## src/rtl/sma_level_detect.sv

```systemverilog
// Debounced two-threshold level detector for the output of an SMA filter.
// A level change needs DEBOUNCE consecutive valid samples beyond the relevant
// threshold (strict signed compare); samples inside the band reset the run.
// Rising transitions are counted in a saturating counter with a sticky flag.
module sma_level_detect #(
    parameter int DEBOUNCE  = 4,  // 1..15
    parameter int CNT_WIDTH = 8   // 2..16
) (
    input  logic                 clk,
    input  logic                 rst,
    input  logic                 x_valid,
    input  logic signed [15:0]   x,
    input  logic signed [15:0]   th_hi,
    input  logic signed [15:0]   th_lo,
    input  logic                 clr_cnt,
    output logic                 level,
    output logic                 rise,
    output logic                 fall,
    output logic [CNT_WIDTH-1:0] event_cnt,
    output logic                 cnt_sat
);

    typedef enum logic [1:0] {
        LOW    = 2'd0,
        ARM_HI = 2'd1,
        HIGH   = 2'd2,
        ARM_LO = 2'd3
    } state_t;

    localparam logic [3:0]           DB      = 4'(DEBOUNCE);
    localparam logic [CNT_WIDTH-1:0] CNT_MAX = '1;
    localparam logic [CNT_WIDTH-1:0] CNT_ONE = CNT_WIDTH'(1);

    state_t     state, state_nx;
    logic [3:0] db_cnt, db_cnt_nx;
    logic       go_hi, go_lo;
    logic       q_hi, q_lo;

    // Both operands are signed, so these are signed 16-bit comparisons.
    assign q_hi = x_valid && (x > th_hi);
    assign q_lo = x_valid && (x < th_lo);

    // Next-state and debounce-count logic; invalid cycles hold everything.
    always_comb begin
        // NOTE: every output of this block gets a default first, so no path
        // leaves a signal unassigned and no latch is inferred.
        state_nx  = state;
        db_cnt_nx = db_cnt;
        go_hi     = 1'b0;
        go_lo     = 1'b0;
        if (x_valid) begin
            case (state)
                LOW: begin
                    if (q_hi) begin
                        if (DB == 4'd1) begin
                            state_nx  = HIGH;
                            db_cnt_nx = '0;
                            go_hi     = 1'b1;
                        end else begin
                            state_nx  = ARM_HI;
                            db_cnt_nx = 4'd1;
                        end
                    end
                end
                ARM_HI: begin
                    if (q_hi) begin
                        if (db_cnt + 4'd1 == DB) begin
                            state_nx  = HIGH;
                            db_cnt_nx = '0;
                            go_hi     = 1'b1;
                        end else begin
                            db_cnt_nx = db_cnt + 4'd1;
                        end
                    end else begin
                        state_nx  = LOW;
                        db_cnt_nx = '0;
                    end
                end
                HIGH: begin
                    if (q_lo) begin
                        if (DB == 4'd1) begin
                            state_nx  = LOW;
                            db_cnt_nx = '0;
                            go_lo     = 1'b1;
                        end else begin
                            state_nx  = ARM_LO;
                            db_cnt_nx = 4'd1;
                        end
                    end
                end
                ARM_LO: begin
                    if (q_lo) begin
                        if (db_cnt + 4'd1 == DB) begin
                            state_nx  = LOW;
                            db_cnt_nx = '0;
                            go_lo     = 1'b1;
                        end else begin
                            db_cnt_nx = db_cnt + 4'd1;
                        end
                    end else begin
                        state_nx  = HIGH;
                        db_cnt_nx = '0;
                    end
                end
                default: begin
                    state_nx  = LOW;
                    db_cnt_nx = '0;
                end
            endcase
        end
    end

    // State register plus registered level and one-cycle edge pulses.
    always_ff @(posedge clk) begin
        // NOTE: non-blocking assignments keep every register sampling the
        // pre-edge values, independent of statement order.
        if (rst) begin
            state  <= LOW;
            db_cnt <= '0;
            level  <= 1'b0;
            rise   <= 1'b0;
            fall   <= 1'b0;
        end else begin
            state  <= state_nx;
            db_cnt <= db_cnt_nx;
            level  <= (state_nx == HIGH) || (state_nx == ARM_LO);
            rise   <= go_hi;
            fall   <= go_lo;
        end
    end

    // Saturating rise counter; clear wins over a same-edge increment.
    always_ff @(posedge clk) begin
        if (rst || clr_cnt) begin
            event_cnt <= '0;
            cnt_sat   <= 1'b0;
        end else if (go_hi && (event_cnt != CNT_MAX)) begin
            event_cnt <= event_cnt + CNT_ONE;
            if (event_cnt + CNT_ONE == CNT_MAX) begin
                cnt_sat <= 1'b1;
            end
        end
    end

endmodule

```

## config.mk

```make
export PLATFORM = sky130hd
export DESIGN_NAME = sma_level_detect
export DESIGN_NICKNAME = d
export VERILOG_FILES = /design/src/rtl/sma_level_detect.sv
export SDC_FILE = /design/constraint.sdc
export NUM_CORES = 1
export LEC_CHECK = 0
export CAP_MARGIN = 0
export CORE_UTILIZATION = 41
export DETAILED_ROUTE_END_ITERATION = 8
export HOLD_SLACK_MARGIN = 0.02
export PLACE_DENSITY = 0.85
export SLEW_MARGIN = 15
export SYNTH_ARGS = -nofsm -noshare
export SYNTH_HDL_FRONTEND = slang
export SYNTH_SLANG_ARGS = --single-unit
```

## constraint.sdc

```tcl
create_clock -name clk -period 2.4 [get_ports clk]
set_clock_uncertainty 0.15 [all_clocks]
set_input_delay 0.24 -clock clk [delete_from_list [all_inputs] [get_ports clk]]
set_output_delay 0.24 -clock clk [all_outputs]
set_load 0.02 [all_outputs]
```

**Run 1: wires at chosen ports, followed through buffers**

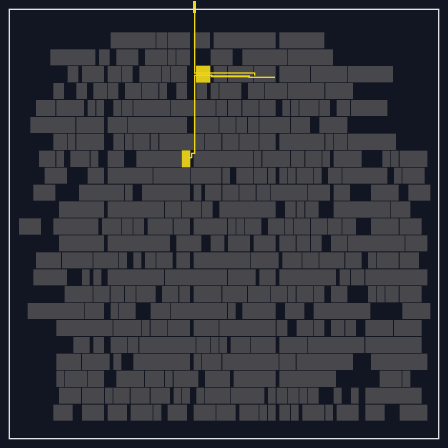
colour	port	bits	direction	edge	end cells	buffers	wire
yellow	`clr_cnt`	1	input	top	2	1	47.1 um
I/O pins: 64
IO buf count: 63

**Run 1: cells coloured by class**

Fill, decap, tap and diode cells in grey.
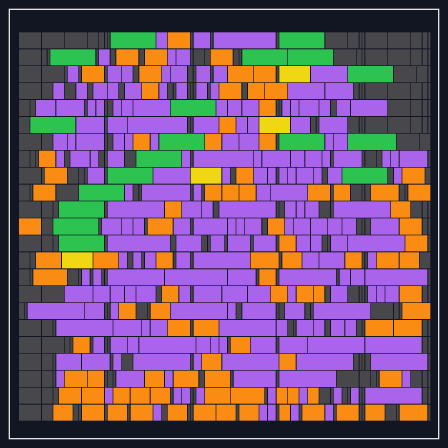
colour	class	cells	share of their area
yellow	clock drivers and dummy loads	4	1.7%
orange	remaining buffers and delay cells	92	26%
purple	remaining logic cells	209	61%
green	sequential cells	18	11%
register share of the cell area: 11.1%
total core area: 0.00414 mm2
final core utilization: 78.6%

==> impl_metrics.yaml, run 1 <==
# implementation run metrics
run_status:
  status: "complete, but fails checks"
  failed_checks: "setup timing"
timing:
  slew_viol_final: 0
  fin_crit_sh_pct: 105
  setup_viol: 8
  slew_headroom_pct: 64.3
  setup_ws_ns: -0.127
  fmax_mhz: 396
  fin_tns_setup_ns: -0.506
  layout_min_cycle_time_ns: 2.53
global_route:
  met2_usage_pct: 46.7
  grt_use_met1_pct: 30.9
worst_setup_path:
  r2r_end: "event_cnt[7]$_SDFFE_PP0P_"
  rr_worst_depth: 8
  crit_path_start_kind: "input pin"
  r2r_slack_ns: 0.03
  crit_arrival_ns: 2.53
  crit_end: "event_cnt[7]$_SDFFE_PP0P_"
  critPathMaxFanout: 5
  cp_cell_sequence: "dlygate4sd2_1, inv_2, ha_4, and4_4, nand3_2, o211a_1, a32oi_2, nand3_2, buf_6, o31ai_1, a21oi_2"
  path_depth: 11
  cp_slowest_cell: "o31ai_1"
routing:
  maxUsedRoutingLayer: "met4"
  via_count: 2286
  wl_per_cell_um: 20.1
  vias_per_cell: 6.13
clock_tree:
  cts_resized: 81
  cts_buffer_depth: 2
  clock_latency_ns: 0.27
synth:
  ys.flop_type: "dfxtp_1"
  synth_seq_share_pct: 19.7
  synth.avg_cell_area_um2: 7.92
  syn_inst: 231
  synth-edff-count: 0
  synth_cell_types: 54
  yosysCellCount: 231
  top_cell: "inv_1"
  mux_area_share_pct: 0
floorplan:
  die-area_mm2: 0.00473
  die_w_um: 68.8
  num_rows: 23
finish:
  nets: 411
  seq_cell_count: 18
  syn2layout_area_growth_pct: 78.0
  mostFrequentLayoutCells: "27 x buf_4, 24 x clkdlybuf4s50_1, 22 x inv_1"
  largest_reg_flops: 8
  clk_share_pct: 1.69
  area.share.combinational_pct: 54.7
  buffer_area_share_pct: 25.9
  fin_area_mm2: 0.00326
  largest-register: "event_cnt"
placement:
  dpl_worst_slack_ns: -0.675
  finalWeightedCongestion: 0.867
  dp_hpwl_um: 4130
worst_hold_path:
  hold_end: "cnt_sat$_SDFFE_PP0P_"
  whs_path_depth: 1
power:
  vdd_ir_drop_max_mv: 0.344
  clkPwrFrac_pct: 26.7
job:
  warnings: 29
  maxCapViolCount: 0
**Run 1: signal wires on met3**

Scale bar: 20 um.
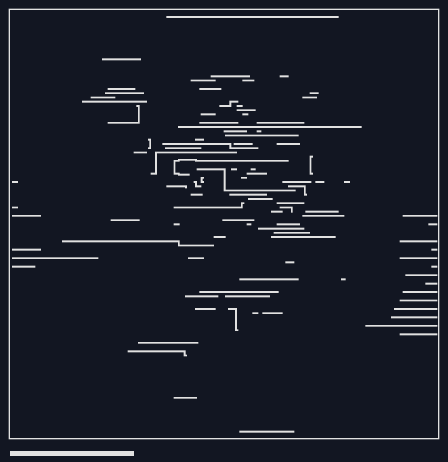
nets with wire on the layer	75
main direction	horizontal

**Run 1: cell placement**

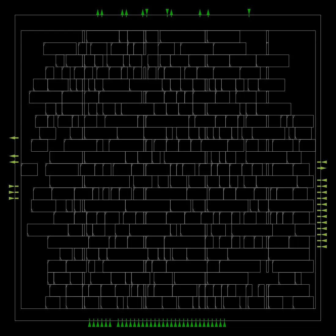
Tap Count: 50
Layout Cells excl Fill: 373
FILL cells: 254

**Run 1: M2 wires**

Cells faint in the background.
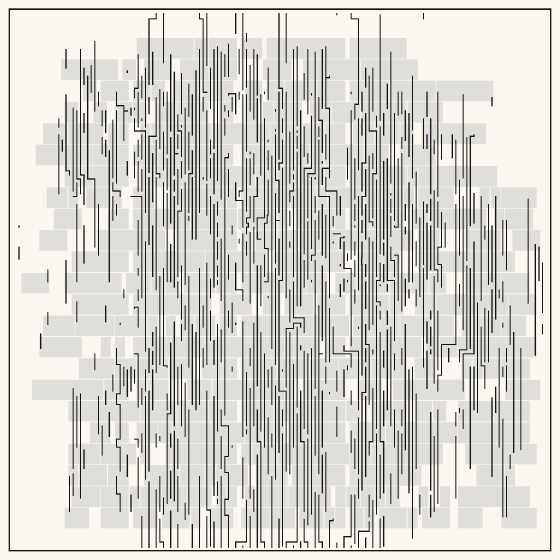

==> run 1 -> run 2 <==
- CORE_MARGIN: not set -> 8
- CORE_UTILIZATION: 41 -> 46
- PLACE_DENSITY: 0.85 -> 0.89
- clock period: 2.4 -> 2.6 ns (I/O delays scaled with it)
**Run 2: M2 wires**

Cells faint in the background.
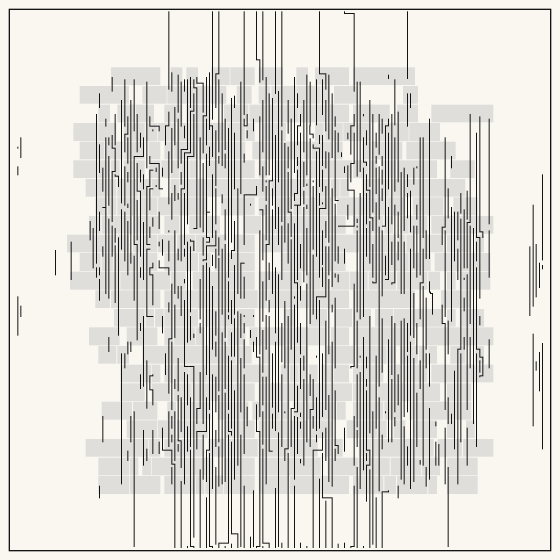
share of all routed wire	52%
nets with wire on the layer	378
main direction	vertical
routed vias: 2269
final WL: 8290 um
met2 Use GR: 33.5%

**Run 2: wires at chosen ports, followed through buffers**

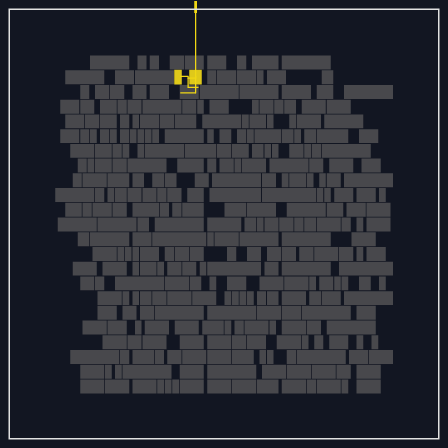
colour	port	bits	direction	edge	end cells	buffers	wire
yellow	`clr_cnt`	1	input	top	2	1	24.8 um

==> run 2 against run 1 <==
The flow still finishes with violations (setup timing); synthesized area stayed put; die area up 32%; cell count fell by 1.3%; synthesized cell count is the same; via count is 0.74% lower; utilization grew 2.6 points; combinational power is 11% lower; sequential cell count did not move; worst hold slack got worse by 0.018 ns.
==> impl_metrics.yaml, run 2 <==
# implementation run metrics
run_status:
  status: "complete, but fails checks"
  failed_checks: "setup timing"
routing:
  ant_nets: 0
  drtIter0Drc: 181
  m1WireLength_um: 2870
  drc_errors: 0
  vias_per_cell: 6.17
  maxUsedRoutingLayer: "met4"
  wl_met3_um: 548
  wl_per_cell_um: 22.5
  wl_met2_um: 4320
clock_tree:
  cts_resized: 9
  cts_made_buffers: 3
  clk_pin_slew_ns: 0.08
  clockRootBuffer: "clkbuf_8"
  clock_latency_ns: 0.27
  cts_buffer_depth: 2
  ctsHoldBuffers: 0
  htreeDepth: 1
  cts_tree: "yes"
synth:
  ys_sh_adder_pct: 23.9
  top_cell: "inv_1"
  ys_area_mm2: 0.00183
  simple_gate_share_pct: 22.1
  mux_area_share_pct: 0
  synth_seq_share_pct: 19.7
  syn_inst: 231
  synth.avg_cell_area_um2: 7.92
  yosysTopAreaCell: "ha_1"
  synthesis.nets: 318
  top_cells_by_area: "ha_1 24%, dfxtp_1 20%, inv_1 8.2%"
  synth-edff-count: 0
  yosysWarnings: 0
  topCombFamilyByArea: "adder cells"
  synth-compound-area-share_pct: 23.7
  ys_ff: 18
  ys.flop_type: "dfxtp_1"
  synth_cell_types: 54
  async_reset_ff_share_pct: 0
  yosysCellCount: 231
  common_cells: "40 x inv_1, 35 x ha_1, 18 x a21oi_1, 18 x dfxtp_1, 14 x nor2_1"
  top_area_share_pct: 23.9
floorplan:
  fp_util_pct: 46.7
  num_rows: 23
  tap_cells: 50
  ios: 64
  die_w_um: 79.1
  core_area_mm2: 0.00391
  die-area_mm2: 0.00625
worst_setup_path:
  rr_startpoint: "db_cnt[0]$_SDFFE_PP0P_"
  crit_end: "event_cnt[7]$_SDFFE_PP0P_"
  crit_path_start_kind: "input pin"
  cp_slowest_cell: "clkdlybuf4s50_1"
  worst-setup-path-type: "input pin to register"
  crit_arrival_ns: 2.73
  r2r_slack_ns: 0.14
  worstSetupEndpointType: "register"
  path_depth: 10
  startpoint: "th_hi[11]"
  r2r_end: "event_cnt[7]$_SDFFE_PP0P_"
  cp.required_ns: 2.65
  max_stage_delay_ns: 0.48
  worst-path-buf-inv: 3
  critPathMaxFanout: 5
  cp_cell_sequence: "clkdlybuf4s50_1, inv_1, ha_1, a21boi_0, o21ai_1, a32oi_4, nand3_4, buf_6, or3_4, a21oi_2"
  rr_worst_depth: 8
  crit_family: "AND-OR/OR-AND gates"
placement:
  placed_cell_area_mm2: 0.00263
  dp_hpwl_um: 4460
  finalWeightedCongestion: 0.887
  dpl_worst_slack_ns: -0.444
  io_buffers: 63
  dp_cells: 357
timing:
  hold_ws_ns: 0.326
  setup_viol: 4
  fin_crit_sh_pct: 103
  worst_slew_pin_slew_ns: 0.491
  layout_min_cycle_time_ns: 2.68
  setup_ws_ns: -0.0754
  slew_headroom_pct: 67.2
  fin_tns_setup_ns: -0.135
  hold_violations: 0
  slew_viol_final: 0
  fmax_mhz: 374
worst_hold_path:
  whs_path_depth: 1
  min-delay-start: "cnt_sat$_SDFFE_PP0P_"
  hold_end: "cnt_sat$_SDFFE_PP0P_"
finish:
  seq_cell_count: 18
  final_util_pct: 81.2
  syn2layout_area_growth_pct: 73.7
  inverters: 40
  largest-register: "event_cnt"
  insertedDiodeCount: 1
  num-multi-input-gates: 169
  lay_top_count: "dlymetal6s2s_1"
  regArea_um2: 360
  dominant_cells: "combinational gates"
  area.share.combinational_pct: 51.9
  seq-cell-share_pct: 11.3
  nClkBuffers: 4
  final_cells: 368
  largest_reg_flops: 8
  fin_area_mm2: 0.00318
  fillers: 229
  mostFrequentLayoutCells: "34 x dlymetal6s2s_1, 29 x clkdlybuf4s50_1, 22 x inv_1"
  clk_share_pct: 1.73
  nets: 405
  layout-drive-gt1-share_pct: 28.1
  buffer_area_share_pct: 28.2
  reg_top3: "event_cnt x8, db_cnt x4, state x2"
  buffers: 86
power:
  switchingPower_uw: 292
  clkPwrFrac_pct: 27.2
  power_frac_comb_pct: 41.4
  pg_seq_uw: 284
  p_sw_share_pct: 32.2
  vdd_ir_drop_max_mv: 0.280
  internal-power_uw: 613
  power.total_uw: 905
  power-top-group: "combinational logic"
job:
  warnings: 29
  maxCapViolCount: 0
global_route:
  grt_use_met1_pct: 21.0
  track_usage_pct: 18.1
  grt_max_degree: 13
  met3_usage_pct: 2.93
  grt_overflow: 0
  busiest_layer: "met2"
  grt_pass1_vias: 2019
Power and IR drop assume default switching activity.
